--- src/rtl/pipe_hazard_ctrl.sv ---
// pipe_hazard_ctrl: hazard/sequencing controller for the 5-stage MIPS pipeline.
// Produces forwarding selects and the stall/flush controls. A RUN/MISS FSM
// freezes the pipe while the data cache is busy and raises a sticky
// MissTimeout if a miss waits MISS_TIMEOUT cycles.
// Optional build macro: HAZARD_PERF_EN adds PerfStall/PerfFlush/PerfMiss counters.
module pipe_hazard_ctrl #(
  parameter int MISS_TIMEOUT = 255,
  parameter int CNT_W        = 32
) (
  input  logic             CLK,
  input  logic             reset,
  input  logic [4:0]       RsD,
  input  logic [4:0]       RtD,
  input  logic [4:0]       RsE,
  input  logic [4:0]       RtE,
  input  logic [4:0]       WriteRegM,
  input  logic [4:0]       WriteRegW,
  input  logic             MemtoRegE,
  input  logic             MemtoRegM,
  input  logic             MemWriteM,
  input  logic             RegWriteM,
  input  logic             RegWriteW,
  input  logic             PCSrcE,
  input  logic             CacheReady,
  output logic             StallF,
  output logic             StallD,
  output logic             StallE,
  output logic             StallM,
  output logic             FlushD,
  output logic             FlushE,
  output logic             FlushM,
  output logic             FlushW,
  output logic             SkipMem,
`ifdef HAZARD_PERF_EN
  output logic [CNT_W-1:0] PerfStall,
  output logic [CNT_W-1:0] PerfFlush,
  output logic [CNT_W-1:0] PerfMiss,
`endif
  output logic [1:0]       ForwardAE,
  output logic [1:0]       ForwardBE,
  output logic             MissTimeout
);

  localparam int MC_W = $clog2(MISS_TIMEOUT + 1);

  typedef enum logic {RUN, MISS} state_t;

  state_t          state_reg;
  logic [MC_W-1:0] misscnt_reg;
  logic            miss_timeout_reg;

  logic memreq;
  logic memstall;
  logic lwstall;

  assign memreq   = MemtoRegM | MemWriteM;
  assign memstall = memreq & ~CacheReady;
  assign lwstall  = MemtoRegE && (RtE != 5'd0) && ((RtE == RsD) || (RtE == RtD));

  // Forward selects: M stage result is newer than W, so it wins; r0 is never forwarded.
  always_comb begin
    ForwardAE = 2'b00;
    ForwardBE = 2'b00;
    if (RsE != 5'd0 && RsE == WriteRegM && RegWriteM)      ForwardAE = 2'b10;
    else if (RsE != 5'd0 && RsE == WriteRegW && RegWriteW) ForwardAE = 2'b01;
    if (RtE != 5'd0 && RtE == WriteRegM && RegWriteM)      ForwardBE = 2'b10;
    else if (RtE != 5'd0 && RtE == WriteRegW && RegWriteW) ForwardBE = 2'b01;
  end

  // Stall/flush priority: cache miss freezes everything, then branch, then load-use.
  always_comb begin
    StallF  = 1'b0;
    StallD  = 1'b0;
    StallE  = 1'b0;
    StallM  = 1'b0;
    FlushD  = 1'b0;
    FlushE  = 1'b0;
    FlushM  = 1'b0;
    FlushW  = 1'b0;
    SkipMem = 1'b0;
    if (memstall) begin
      // E is held, so a pending branch is seen again once the cache releases.
      StallF = 1'b1;
      StallD = 1'b1;
      StallE = 1'b1;
      StallM = 1'b1;
      FlushW = 1'b1;
    end else if (PCSrcE) begin
      // The D instruction is wrong-path, so a load-use stall on it is moot.
      FlushD = 1'b1;
      FlushE = 1'b1;
    end else if (lwstall) begin
      StallF = 1'b1;
      StallD = 1'b1;
      FlushE = 1'b1;
    end
  end

  // Miss FSM with saturating wait counter and sticky timeout flag.
  always_ff @(posedge CLK) begin
    if (reset) begin
      state_reg        <= RUN;
      misscnt_reg      <= '0;
      miss_timeout_reg <= 1'b0;
    end else begin
      case (state_reg)
        RUN: begin
          misscnt_reg <= '0;
          if (memstall) state_reg <= MISS;
        end
        MISS: begin
          if (!memstall) begin
            // Release (or an unexpected drop of the request): back to RUN.
            state_reg   <= RUN;
            misscnt_reg <= '0;
          end else if (misscnt_reg != MC_W'(MISS_TIMEOUT)) begin
            misscnt_reg <= misscnt_reg + MC_W'(1);
            if (misscnt_reg == MC_W'(MISS_TIMEOUT - 1)) miss_timeout_reg <= 1'b1;
          end
        end
        default: state_reg <= RUN;
      endcase
    end
  end

  assign MissTimeout = miss_timeout_reg;

`ifdef HAZARD_PERF_EN
  logic [CNT_W-1:0] perf_stall_reg;
  logic [CNT_W-1:0] perf_flush_reg;
  logic [CNT_W-1:0] perf_miss_reg;

  // Free-running event counters; they wrap rather than saturate.
  always_ff @(posedge CLK) begin
    if (reset) begin
      perf_stall_reg <= '0;
      perf_flush_reg <= '0;
      perf_miss_reg  <= '0;
    end else begin
      if (StallF)                         perf_stall_reg <= perf_stall_reg + CNT_W'(1);
      if (FlushD | FlushE)                perf_flush_reg <= perf_flush_reg + CNT_W'(1);
      if (state_reg == RUN && memstall)   perf_miss_reg  <= perf_miss_reg + CNT_W'(1);
    end
  end

  assign PerfStall = perf_stall_reg;
  assign PerfFlush = perf_flush_reg;
  assign PerfMiss  = perf_miss_reg;
`endif

endmodule

--- config.mk ---
export PLATFORM = sky130hd
export DESIGN_NAME = pipe_hazard_ctrl
export DESIGN_NICKNAME = d
export VERILOG_FILES = /design/src/rtl/pipe_hazard_ctrl.sv
export SDC_FILE = /design/constraint.sdc
export NUM_CORES = 1
export LEC_CHECK = 0
export CAP_MARGIN = 10
export CORE_MARGIN = 2
export CORE_UTILIZATION = 60
export CTS_BUF_LIST = sky130_fd_sc_hd__clkbuf_2 sky130_fd_sc_hd__clkbuf_4 sky130_fd_sc_hd__clkbuf_8
export DETAILED_ROUTE_END_ITERATION = 12
export DONT_BUFFER_PORTS = 1
export HOLD_SLACK_MARGIN = 0.02
export PLACE_DENSITY = 0.76
export SYNTH_ARGS = -nofsm -noshare
export SYNTH_HDL_FRONTEND = slang
export SYNTH_SLANG_ARGS = --single-unit
--- constraint.sdc ---
create_clock -name CLK -period 3.8 [get_ports CLK]
set_input_delay 0.76 -clock CLK [delete_from_list [all_inputs] [get_ports CLK]]
set_output_delay 0.76 -clock CLK [all_outputs]
set_load 0.005 [all_outputs]
==> impl_metrics.csv <==
group,metric,value,unit
run_status,status,"completed",
layout,buf_share,0,%
synthesis,fa_ha_area_share,2.66,%
final_timing,finalHoldViolations,0,
layout,drive_gt1_share,3.60,%
grt,grt_max_degree,9,
cts,htreeDepth,1,
layout,seqCellArea,200,sq um
worst_setup_path,reg2regPathDepth,4,
detailed_routing,viasPerCell,6.10,
synthesis,synth_top_cell_by_count,"xnor2_1",
detailed_routing,drcViolationCount,0,
worst_setup_path,setup.worst_path.start_class,"input port",
cts,cts_made_buffers,3,
synthesis,xor_share,30.8,%
cts,clkLatencyLatePin,270,ps
layout,final-clk-cell-share,2.48,%
layout,seq_share,22.1,%
final_timing,rsz0062_at_grt,"no",
final_timing,drv_slew,0,
place,gp_congestion,0.783,
synthesis,edf_count,0,
synthesis,syn_inst,119,
worst_setup_path,crit_buf_inv,0,
synthesis,async_reset_ff_share,0,%
final_timing,fin_crit,2620,ps
synthesis,mux_share,2.13,%
hold_path,hold_end,"misscnt_reg[5]",
die,ios,53,
hold_path,hold_path_depth,2,
detailed_routing,drtIter0Drc,12,
worst_setup_path,crit_required,3040,ps
worst_setup_path,rr_startpoint,"misscnt_reg[2]",
die,die-area,1900,sq um
synthesis,ys_sh_simple,24.5,%
grt,grt_pass1_vias,820,
cts,clk_pin_slew,60,ps
worst_setup_path,endpoint_kind,"output port",
synthesis,yosys_warnings,0,
layout,inverters_excl_clock,4,
layout,largest_register_ffs,8,
power,cellPowerDensity,240,nW/um^2
place,postPlaceCellArea,885,sq um
layout,logic_area,649,sq um
synthesis,ys_types,29,
layout,ff_count,10,
die,dieHeight,43.6,um
final_timing,setup_violations,0,
cts,clockRootBuffer,"clkbuf_4",
detailed_routing,drtPass1Iterations,4,
synthesis,synth_top_flop_cell,"dfxtp_1",
synthesis,syn_area,940,sq um
detailed_routing,drtAntennaViolNets,0,
detailed_routing,vias,775,
layout,biggestCellCategory,"multi-input combinational cells",
flow_run,maxCapViolations,0,
synthesis,ys_chip_area,940,sq um
hold_path,min_from,"misscnt_reg[5]",
cts,ctsResizeCount,0,
final_timing,fmax,0.381,GHz
final_timing,fin_skew,3.84,ps
synthesis,yosys.stat.seqShare,21.3,%
grt,overflow,0,
die,num_rows,14,
final_timing,fin_ws,1180,ps
place,place_hpwl,1570,um
cts,cts.sinks,10,
power,power_leakage,0.316,nW
synthesis,aoi_share,8.26,%
synthesis,ys_seq_elements,10,
synthesis,common_cells,"xnor2_1 (17), xor2_1 (16), nor2_1 (11)",
layout,nMultiInputCombCells,94,
grt,grt_pass1_wl,3050,um
worst_setup_path,cp.arrival,1860,ps
synthesis,netlist.area_leader.share,21.3,%
synthesis,top_area_cell,"dfxtp_1",
flow_run,warnings,27,
cts,cts_tree,"yes",
layout,fillCellCount,140,
power,peakVddDrop,0.0925,mV
worst_setup_path,worstPathMaxFanout,3,
synthesis,topCellsByArea,"dfxtp_1 (21%), xnor2_1 (16%), xor2_1 (15%)",
final_timing,fin_crit_sh,69.0,%
cts,cts_setup_buffers,0,
worst_setup_path,max_stage_delay,500,ps
die,die_w,43.6,um
synthesis,top_logic_kind,"XOR/XNOR gates",
place,io_buffers,0,
worst_setup_path,crit_type,"in -> out",
layout,clockBufferCount,3,
die,nWellTaps,16,
final_timing,setup-tns-final,0,ps
worst_setup_path,path_delay_family,"simple AND/OR/NAND/NOR gates",
layout,fin_nets,154,
place,place_ws,1190,ps
layout,antennaDiodeCount,0,
[cell usage in the layout (no fill, tap or decap), types with 3 or more instances in the layout]
cell | Yosys | routed
inv_1 | 4 | 4
nor4_1 | 3 | 3
xnor2_1 | 17 | 17
clkbuf_4 | 0 | 3
xor2_1 | 16 | 16
nor3_1 | 8 | 8
nor2_1 | 11 | 11
nand3_1 | 3 | 3
nand4_1 | 4 | 4
nand2_1 | 8 | 8
dfxtp_1 | 10 | 10
[power by group]
part / internal (W) / switching [W]
sequential: 0.000106 / 0.000000504
clock: 0.0000365 / 0.0000346
combinational: 0.0000231 / 0.0000172
[worst max path at each step]
| stage | from | to | slack [ps] | cells after the start |
|---|---|---|---|---|
| floorplan | RtE[3] | StallF | 1170 | 6 |
| global placement | RsE[1] | ForwardAE[0] | 1200 | 4 |
| detailed placement | RsE[1] | ForwardAE[0] | 1190 | 4 |
| CTS | RsE[1] | ForwardAE[0] | 1190 | 4 |
| global route | RsE[1] | ForwardAE[0] | 1060 | 4 |
| finish | RsE[1] | ForwardAE[0] | 1180 | 4 |
[metal layers]
layer / vias to the layer above / track usage, % / share of wire (%)
li1: 383 / - / -
met1: 356 / 21.1 / 35
met2: 31 / 37.9 / 54
met3: 5 / 7.08 / 7.5
met4: 0 / 15.8 / 2.9
met5: - / 0 / 0
[metrics by stage]
stage	std cells	power (W)	hold WS, ps
floorplan	120	0.000154	448
global placement	124	0.000148	465
detailed placement	124	0.000149	474
CTS	127	0.000220	482
global route	127	0.000230	534
finish	127	0.000218	480
[cell families (layout without fill, tap and decap cells)]
group,after synthesis,count (layout)
other cells,1,2
buf+inv,16,7
simple gates,44,44
compound gates,11,11
mux,2,2
fa+ha+maj,2,2
xor+xnor,33,33
flops,10,10
port_trees.png
The bar under the picture is 10 um long.
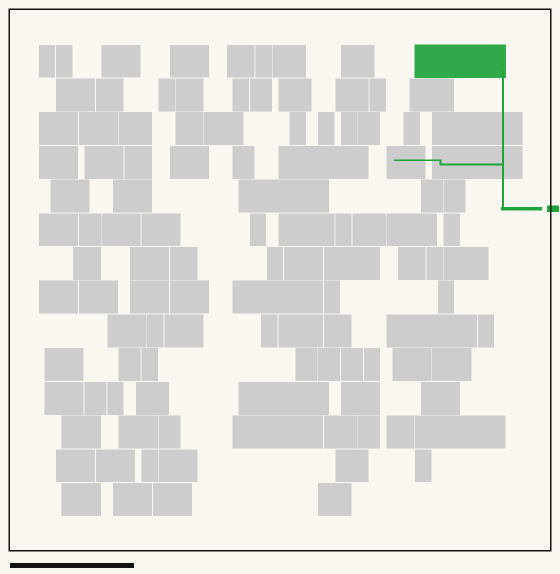
Key: MissTimeout = green [bits 1, direction output, edge east, end cells 1, buffers 0, wire 23.1 um]

util_map.png
The die is cut into 9 by 9 equal tiles; black is low, pale yellow is high, 0 to 100% covered.
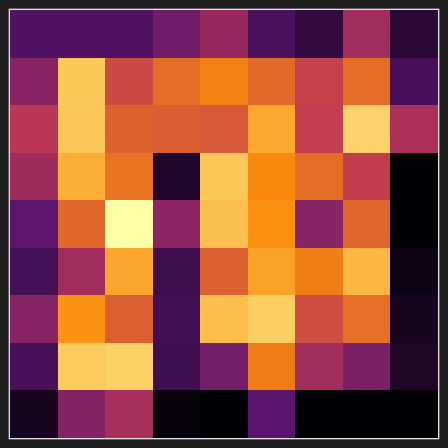
The fullest tile reaches 100%. 8.6% of the tiles are nearly empty. The emptiest ninth of the die: south-east.

congestion_map.png
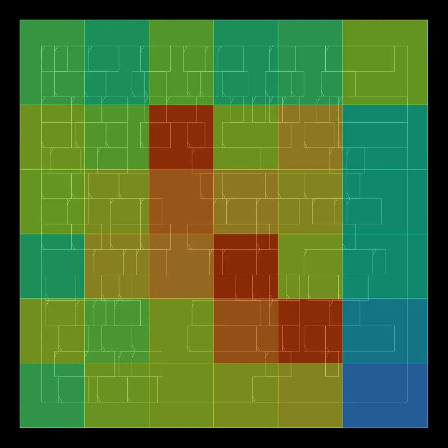
WL per Instance: 14.3 um
GR Util met1: 21.1%
grt met3 use: 7.08%

class_map.png
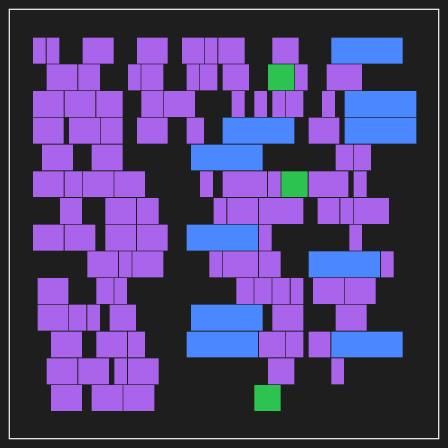
Key: clock-net drivers = green [cells 3]; registers = blue [cells 10]; remaining logic cells = purple [cells 98]
final core utilization: 60.9%
core footprint: 1490 sq um
final instance area: 907 sq um

Power and IR drop assume default switching activity.
